### src/rtl/timer_pkg.sv
// ---------------------------------------------------------------------------
// timer_pkg
// Shared definitions for the timer configuration sequencer slice.
//   - seq_state_t : sequencer FSM state encoding
//   - DIV_W       : width of the prescaler exponent (div_val)
//   - MAX_DIV_DEFAULT : largest legal exponent for an 8-bit prescaler counter
//   - clamp_div   : saturates a requested exponent to the legal maximum
// ---------------------------------------------------------------------------
package timer_pkg;

  localparam int DIV_W           = 4;
  localparam int MAX_DIV_DEFAULT = 8;

  typedef enum logic [1:0] {
    IDLE  = 2'd0,
    DRAIN = 2'd1,
    APPLY = 2'd2,
    HALT  = 2'd3
  } seq_state_t;

  // Oversized exponents saturate rather than wrap so software cannot
  // accidentally select a very short period with a bad write.
  function automatic logic [DIV_W-1:0] clamp_div(input logic [DIV_W-1:0] req,
                                                 input logic [DIV_W-1:0] max_div);
    return (req > max_div) ? max_div : req;
  endfunction

endpackage

### src/rtl/timer_drain_wdog.sv
// ---------------------------------------------------------------------------
// timer_drain_wdog
// Loadable down-counter that bounds how long the sequencer waits for a
// prescaler tick before forcing a deferred configuration change through.
// Ports:
//   sys_clk, sys_rst : clock and synchronous active-high reset
//   load             : load (1 << load_exp) + 2 into the counter
//   load_exp         : current prescaler exponent
//   run              : count down (asserted while the sequencer drains)
//   expire           : high during the last cycle of the wait window
// ---------------------------------------------------------------------------
module timer_drain_wdog
  import timer_pkg::*;
#(
  parameter int TO_W = 10
) (
  input  logic             sys_clk,
  input  logic             sys_rst,
  input  logic             load,
  input  logic [DIV_W-1:0] load_exp,
  input  logic             run,
  output logic             expire
);

  logic [TO_W-1:0] count;

  // The counter holds the number of drain cycles still allowed, so the
  // window is exactly one full prescaler period plus two cycles of margin.
  always_ff @(posedge sys_clk) begin
    if (sys_rst) begin
      count <= '0;
    end else if (load) begin
      count <= (TO_W'(1) << load_exp) + TO_W'(2);
    end else if (run && (count != '0)) begin
      count <= count - TO_W'(1);
    end
  end

  assign expire = run && (count == TO_W'(1));

endmodule

### src/rtl/timer_cfg_sequencer.sv
// ---------------------------------------------------------------------------
// timer_cfg_sequencer
// Sits in front of the timer prescaler control block. Software config writes
// are shadowed and applied to the prescaler inputs; a divisor change on a
// running divided timer is held back until the next prescaler tick so no
// partial period is produced. Also runs a req/ack debug-halt handshake.
// Ports:
//   sys_clk, sys_rst      : clock and synchronous active-high reset
//   cfg_wr, cfg_timer_en,
//   cfg_div_en, cfg_div_val : software config write strobe and payload
//   cfg_busy              : write pending (DRAIN or APPLY)
//   cfg_done              : one-cycle pulse, new config is on the outputs
//   cfg_err               : one-cycle pulse, a write was dropped while busy
//   dbg_halt_req          : level debug halt request
//   dbg_halt_ack          : prescaler is frozen
//   cnt_en                : prescaler period-boundary tick
//   timer_en, halt_req,
//   div_en, div_val       : prescaler control outputs
// ---------------------------------------------------------------------------
module timer_cfg_sequencer
  import timer_pkg::*;
#(
  parameter int MAX_DIV = MAX_DIV_DEFAULT,
  parameter int TO_W    = 10
) (
  input  logic             sys_clk,
  input  logic             sys_rst,
  input  logic             cfg_wr,
  input  logic             cfg_timer_en,
  input  logic             cfg_div_en,
  input  logic [DIV_W-1:0] cfg_div_val,
  output logic             cfg_busy,
  output logic             cfg_done,
  output logic             cfg_err,
  input  logic             dbg_halt_req,
  output logic             dbg_halt_ack,
  input  logic             cnt_en,
  output logic             timer_en,
  output logic             halt_req,
  output logic             div_en,
  output logic [DIV_W-1:0] div_val
);

  localparam logic [DIV_W-1:0] MAX_DIV_V = DIV_W'(MAX_DIV);

  seq_state_t       state;
  logic             shd_timer_en;
  logic             shd_div_en;
  logic [DIV_W-1:0] shd_div_val;

  logic [DIV_W-1:0] div_clamped;
  logic             needs_drain;
  logic             wdog_load;
  logic             wdog_run;
  logic             wdog_expire;

  // A write only has to wait for a tick when it would change the period of
  // a timer that is actually counting. Turning the timer off, or writing
  // alongside a halt request (the prescaler is about to freeze), is applied
  // straight away.
  always_comb begin
    div_clamped = clamp_div(cfg_div_val, MAX_DIV_V);
    needs_drain = timer_en && div_en && cfg_timer_en && !dbg_halt_req &&
                  ((cfg_div_en != div_en) || (div_clamped != div_val));
    wdog_load   = (state == IDLE) && cfg_wr && needs_drain;
    wdog_run    = (state == DRAIN);
  end

  timer_drain_wdog #(
    .TO_W (TO_W)
  ) u_wdog (
    .sys_clk  (sys_clk),
    .sys_rst  (sys_rst),
    .load     (wdog_load),
    .load_exp (div_val),
    .run      (wdog_run),
    .expire   (wdog_expire)
  );

  // Sequencer FSM with shadow registers and registered outputs. The watchdog
  // is loaded from the currently applied exponent on the same edge that
  // enters DRAIN. The halt ack always trails halt_req by one cycle.
  always_ff @(posedge sys_clk) begin
    if (sys_rst) begin
      state        <= IDLE;
      shd_timer_en <= 1'b0;
      shd_div_en   <= 1'b0;
      shd_div_val  <= '0;
      timer_en     <= 1'b0;
      div_en       <= 1'b0;
      div_val      <= '0;
      halt_req     <= 1'b0;
      dbg_halt_ack <= 1'b0;
      cfg_busy     <= 1'b0;
      cfg_done     <= 1'b0;
      cfg_err      <= 1'b0;
    end else begin
      cfg_done <= 1'b0;
      cfg_err  <= 1'b0;
      case (state)
        IDLE: begin
          if (cfg_wr) begin
            shd_timer_en <= cfg_timer_en;
            shd_div_en   <= cfg_div_en;
            shd_div_val  <= div_clamped;
            cfg_busy     <= 1'b1;
            state        <= needs_drain ? DRAIN : APPLY;
          end else if (dbg_halt_req) begin
            halt_req <= 1'b1;
            state    <= HALT;
          end
        end
        DRAIN: begin
          if (cfg_wr) begin
            cfg_err <= 1'b1;
          end
          if (dbg_halt_req || cnt_en || wdog_expire) begin
            state <= APPLY;
          end
        end
        APPLY: begin
          if (cfg_wr) begin
            cfg_err <= 1'b1;
          end
          timer_en <= shd_timer_en;
          div_en   <= shd_div_en;
          div_val  <= shd_div_val;
          cfg_done <= 1'b1;
          cfg_busy <= 1'b0;
          if (dbg_halt_req) begin
            halt_req     <= 1'b1;
            dbg_halt_ack <= halt_req;
            state        <= HALT;
          end else begin
            halt_req     <= 1'b0;
            dbg_halt_ack <= 1'b0;
            state        <= IDLE;
          end
        end
        HALT: begin
          if (cfg_wr) begin
            shd_timer_en <= cfg_timer_en;
            shd_div_en   <= cfg_div_en;
            shd_div_val  <= div_clamped;
            cfg_busy     <= 1'b1;
            dbg_halt_ack <= halt_req;
            state        <= APPLY;
          end else if (!dbg_halt_req) begin
            halt_req     <= 1'b0;
            dbg_halt_ack <= 1'b0;
            state        <= IDLE;
          end else begin
            dbg_halt_ack <= halt_req;
          end
        end
        default: state <= IDLE;
      endcase
    end
  end

endmodule

### config.mk
export PLATFORM = sky130hd
export DESIGN_NAME = timer_cfg_sequencer
export DESIGN_NICKNAME = d
export VERILOG_FILES = /design/src/rtl/timer_pkg.sv /design/src/rtl/timer_drain_wdog.sv /design/src/rtl/timer_cfg_sequencer.sv
export SDC_FILE = /design/constraint.sdc
export NUM_CORES = 1
export LEC_CHECK = 0
export CORE_ASPECT_RATIO = 2
export CORE_MARGIN = 3
export CORE_UTILIZATION = 50
export DETAILED_ROUTE_END_ITERATION = 6
export PLACE_DENSITY_LB_ADDON = 0.12
export SYNTH_ARGS = -nofsm -noshare
export SYNTH_HDL_FRONTEND = slang
export SYNTH_SLANG_ARGS = --single-unit
### constraint.sdc
create_clock -name sys_clk -period 5.5 [get_ports sys_clk]
set_clock_uncertainty 0.2 [all_clocks]
set_input_delay 1.1 -clock sys_clk [delete_from_list [all_inputs] [get_ports sys_clk]]
set_output_delay 1.1 -clock sys_clk [all_outputs]
set_load 0.02 [all_outputs]
==> CHANGELOG.md, run 1 <==
### Metrics

* Number of placed instances, taps included at 253
* Number of non-clock buffers at 21
* Register-to-register setup slack at 2.94 ns
* Gate Count Post-Synth at 214
* Iter 0 DRT Violations at 22
* FP Core Util at 0.5316
* Worst Hold Depth at 2
* Startpoint of the worst-slack reg-to-reg timing path: state[1]
* Worst setup path startpoint: dbg_halt_req
* Reported leakage power at 0.7659 nW
* Buffer levels on the longest clock path at 2
* CTS clock-pin slew for the worst setup and hold paths at 0.06 ns
* Quantity of gates resized following cts at 0
* Routed Wire Length at 3841 µm
* Nature of the critical path endpoint: register
* Number of antenna violations at the first check in global routing at 0
* Worst hold path class: reg -> reg
* Count of library flops with an enable pin at 0
* Die area at 4215 µm²
* TritonCTS clock tree: yes
* Final standard cell area without fillers at 2002 µm²
* Type of element launching the critical path: input pin
* Critical path data required time at 5.48 ns
* Length of the first detailed-routing pass in iterations at 4
* Async S/R FF share, synth at 0
* DRC violation count after routing at 0
* Max H-tree Level at 2
* Final weighted congestion in routability-driven placement at 0.7952
* Number of fill cells at 294
* Slew at the pin closest to its max-slew limit at 1.045 ns
* HP Start: shd_div_val[0]
* RSZ-0062 raised after global routing: false
* Number of inverters outside the clock class in the layout at 9
* Count of antenna diodes in the layout at 0
* Placed Area at 1916 µm²
* Final critical path time including I/O delays and setup at 3.101 ns
* Total power of the final layout at 0.9157 mW
* Finish-stage setup viols at 0
* Clock Network Area Fraction at 0.04313
* Synthesized Nets at 233
* Register area share after synthesis at 0.3382
* Worst slew margin at 0.3012
* Number of hold-repair buffers added at the cts stage at 0
* Status: finished, final reports clean
* Number of multi-input combinational cells in the layout at 163
[run 1: cell families (layout without fill, tap and decap cells)]
logic type / after synthesis / after routing / synth area share
xor+xnor: 5 / 5 / 0.02551
flops: 29 / 29 / 0.3382
mux: 16 / 16 / 0.09548
fa+ha+maj: 8 / 8 / 0.05831
compound gates: 52 / 52 / 0.1881
buf+inv: 22 / 37 / 0.04883
simple gates: 82 / 82 / 0.2456
[run 1: layer usage]
layer / vias to the layer above / GRT usage / wire length [µm]
li1: 801 / - / -
met1: 748 / 0.2003 / 1389
met2: 24 / 0.3936 / 2251
met3: 8 / 0.03870 / 106
met4: 0 / 0.1033 / 93
met5: - / 0 / 0
[run 1: where the power goes]
part | internal (mW) | switching, mW
Clock | 0.0989 | 0.0745
Combinational | 0.198 | 0.239
Sequential | 0.258 | 0.0475
Total | 0.555 | 0.361
Fig. 1: run 1, track usage over the die
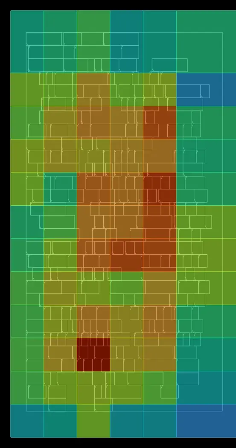
WL/cell: 14.77 µm
met2 routing resource usage after global routing: 0.3936
share of the core filled with cells in the final layout: 0.6199
peak-usage layer in the global routing report: met2
GR met3 Demand/Resource: 0.03870

Fig. 2: run 1, placed cells, one color a class
Scale: 6 px per µm. Fill, decap, tap and diode cells in gray.
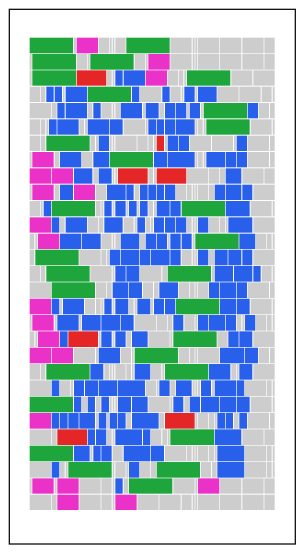
legend:
  remaining logic cells:
    color: blue
    cells: 172
    share_of_their_area: 55%
  clock drivers and dummy loads:
    color: red
    cells: 7
    share_of_their_area: 4.4%
  registers:
    color: green
    cells: 29
    share_of_their_area: 30%
  remaining buffers and delay cells:
    color: magenta
    cells: 21
    share_of_their_area: 11%
share of cell area taken by flip-flops and latches: 0.2900
Core Rows: 29

Fig. 3: run 1, PDN straps and rails
Scale: 6 px per µm. Pins as bars on the die edge.
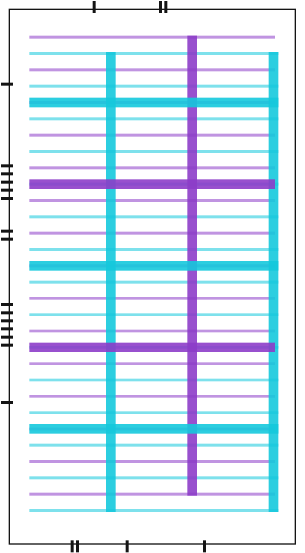
legend:
  VDD:
    color: purple
  VSS:
    color: cyan
signal pins: 22
met4 straps: 3
met1 rails: 30
die width: 47.43 µm
DIE HEIGHT: 88.87 µm
maximum vdd drop: 348.1 µV

Fig. 4: run 1, sequential cells grouped by signal name
Scale: 6 px per µm. Other sequential cells in the stronger gray, the rest of the logic in the fainter gray.
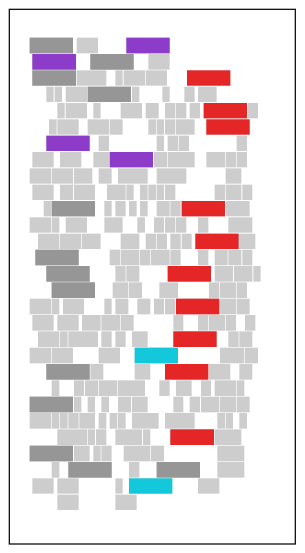
legend:
  u_wdog.count:
    color: red
    placed_flops: 10
  div_val:
    color: purple
    placed_flops: 4
  state:
    color: cyan
    placed_flops: 2
not colored: 13
power in sequential cells: 0.306 mW
area taken by flip-flops and latches: 580.6 µm²

==> run 1 -> run 2 <==
- CORE_UTILIZATION: 50 -> 49
- clock period: 5.5 -> 2.85 ns (I/O delays scaled with it)
==> run 2 against run 1 <==
Effect of this change:
- wire length rose by 7.3%
- sequential share of layout area fell by 0.84 points
- setup slack got worse by 2.2 ns
- hold slack improved by 0.0027 ns
- clock-buffer cell count did not move
- sequential power rose by 92%
- first-iteration DRC count rose by 91%
- register-to-register slack got worse by 2.7 ns
- design area rose by 3.0%
- combinational power rose by 99%
- global-route usage rose by 0.65 points
- largest cell class unchanged
==> CHANGELOG.md, run 2 <==
### Metrics

* Length of routed met3 wiring at 146 µm (+38%)
* Number of fill cells at 305 (+3.7%)
* TritonCTS clock tree: yes
* CTS clock-pin slew for the worst setup and hold paths at 0.06 ns (about the same)
* Synthesized-area fraction occupied by adder cells at 0.05831 (unchanged)
* Placed Area at 1961 µm² (+2.4%)
* Type of element launching the critical path: register
* Worst hold path class: reg -> reg
* Buffer levels on the longest clock path at 2 (unchanged)
* Number of hold-repair buffers added at the cts stage at 0 (unchanged)
* Synthesized Nets at 233 (unchanged)
* Final standard cell area without fillers at 2062 µm² (+3.0%)
* Async S/R FF share, synth at 0 (unchanged)
* Power in the clock group at 0.371 mW (+110%)
* Worst Hold Depth at 2 (unchanged)
* Share of the core filled with cells in the final layout at 0.6314 (+0.01150)
* Count of library flops with an enable pin at 0 (unchanged)
* HP Start: shd_div_val[0]
* Power group with the largest share: combinational logic
* DRC violation count after routing at 0 (unchanged)
* Met1 capacity usage during global routing at 0.2100 (+0.009750)
* Die area at 4293 µm² (+1.8%)
* Routed Wire Length at 4121 µm (+7.3%)
* Met2 routing resource usage after global routing at 0.3827 (-0.01090)
* Fraction of power consumed by combinational cells at 0.475 (-0.002)
* Power dissipated in combinational cells at 0.868 mW (+99%)
* Post-Synth AOI/OAI Area at 0.1880 (unchanged)
* Register-to-register setup slack at 0.24 ns (-2.70 ns)
* Pint at 1.107 mW (+100%)
* Nature of the critical path endpoint: register
* Die width at 47.86 µm (+0.90%)
* Slew at the pin closest to its max-slew limit at 0.5951 ns (-0.4498 ns)
* Status: finished, final reports clean
* Dominant comb cell: simple AND/OR/NAND/NOR gates
* Iter 0 DRT Violations at 42 (+91%)
* Basic Gates by Area at 0.2456 (unchanged)
* Power in sequential cells at 0.588 mW (+92%)
* WL/cell at 15.43 µm (+4.5%)
* Worst setup path startpoint: state[1]
==> run 2: cell types whose count changed in the layout (fill, tap and decap cells not counted) <==
cell	change
buf_4	+6
clkbuf_1	-1
clkbuf_8	+1
clkinv_2	+1
==> run 2: logic make-up after synthesis <==
| group | Yosys count |
|---|---|
| simple gates | 82 |
| xor+xnor | 5 |
| flops | 29 |
| fa+ha+maj | 8 |
| compound gates | 52 |
| buf+inv | 22 |
| mux | 16 |
==> run 2: area by class of cell <==
type / count / area [µm²] / area share
clock inverter: 1 / 5.005 / 0.002427
timing repair buffer: 27 / 255.2 / 0.1238
multi-input combinational: 163 / 1052 / 0.5103
clock buffer: 7 / 96.34 / 0.04672
sequential: 29 / 580.6 / 0.2816
inverter: 9 / 33.78 / 0.01638
tap: 31 / 38.79 / 0.01881
Fig. 5: run 2, clock network drawn from the DEF
Scale: 8 px per µm.
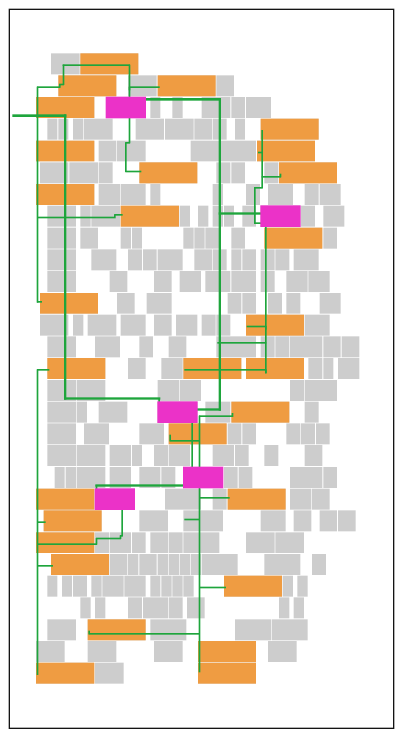
legend:
  flip-flops:
    color: orange
    count: 29
  clock-net drivers:
    color: magenta
    count: 5
  clock wires:
    color: green
    length: 400 µm
routed clock nets: 6
clock network fraction of total power: 0.203
Late-Pin Clk Latency: 0.28 ns

==> run 2 -> run 3 <==
- CTS_CLUSTER_SIZE: not set -> 12
Fig. 6: run 3, PDN straps and rails
Scale: 6 px per µm. Pins as bars on the die edge.
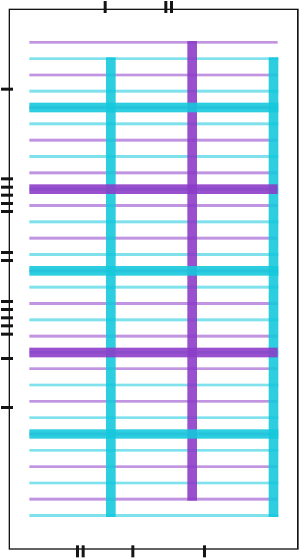
legend:
  VSS:
    color: cyan
  VDD:
    color: purple
signal pins: 22
met5 straps: 5
met1 rails: 30
rows: 29
met4 straps: 3
DIE HEIGHT: 89.71 µm
Floorplan Core Area: 3266 µm²
die width: 47.86 µm
maximum vdd drop: 588.4 µV

==> run 3 against run 2 <==
Effect of this change:
- first-iteration DRC count is the same
- wire length is the same
- fmax is the same
- setup slack is the same
- global-route usage is the same
- critical path type unchanged
- register-to-register slack is essentially flat
- largest cell class unchanged
==> CHANGELOG.md, run 3 <==
### Metrics

* Buffer levels on the longest clock path at 2 (unchanged)
* Count of library flops with an enable pin at 0 (unchanged)
* Nature of the critical path endpoint: register
* Status: finished, final reports clean
* Met1 capacity usage during global routing at 0.2100 (unchanged)
* Dominant comb cell: simple AND/OR/NAND/NOR gates
* Synthesized-area fraction occupied by adder cells at 0.05831 (unchanged)
* Async S/R FF share, synth at 0 (unchanged)
* Clock network fraction of total power at 0.203 (about the same)
* Number of fill cells at 305 (unchanged)
* Number of multi-input combinational cells in the layout at 163 (unchanged)
* Number of hold-repair buffers added at the cts stage at 0 (unchanged)
* Power in the clock group at 0.371 mW (about the same)
* Number of sequential cells in the layout at 29 (unchanged)
* Clock Network Area Fraction at 0.04915 (unchanged)
* Power in sequential cells at 0.588 mW (about the same)
* Length of routed met3 wiring at 146 µm (unchanged)
* Area of the multi-input gates at 1052 µm² (unchanged)
* Die area at 4293 µm² (unchanged)
* Worst hold path class: reg -> reg
* TritonCTS clock tree: yes
* Worst Hold Depth at 2 (unchanged)
* Routed Wire Length at 4121 µm (unchanged)
[run 3: cell counts in the layout (fill, tap and decap cells not counted)]
Identical to the previous run, type by type.
[run 3: logic make-up after synthesis]
group                      Yosys count
xor gates and xnor gates             5
AOI/OAI and AO/OA                   52
muxes                               16
buffers and inverters               22
DFF                                 29
and+or+nand+nor                     82
adders and majority gates            8
[run 3: critical path, cell delays in order, from the launching register on]
cell	delay [ns]
dfxtp_1	0.35
inv_1	0.10
ha_1	0.28
or4b_1	0.61
or4_1	0.56
a211o_1	0.32
a21oi_2	0.13
[run 3: through the flow]
stage | instance area, µm² | power [mW]
floorplan | 1717 | 1.226
global placement | 1961 | 1.425
detailed placement | 1961 | 1.460
CTS | 2062 | 1.839
global route | 2062 | 1.950
finish | 2062 | 1.828
Power figures rest on the tool's default switching activity, not on a simulated workload.
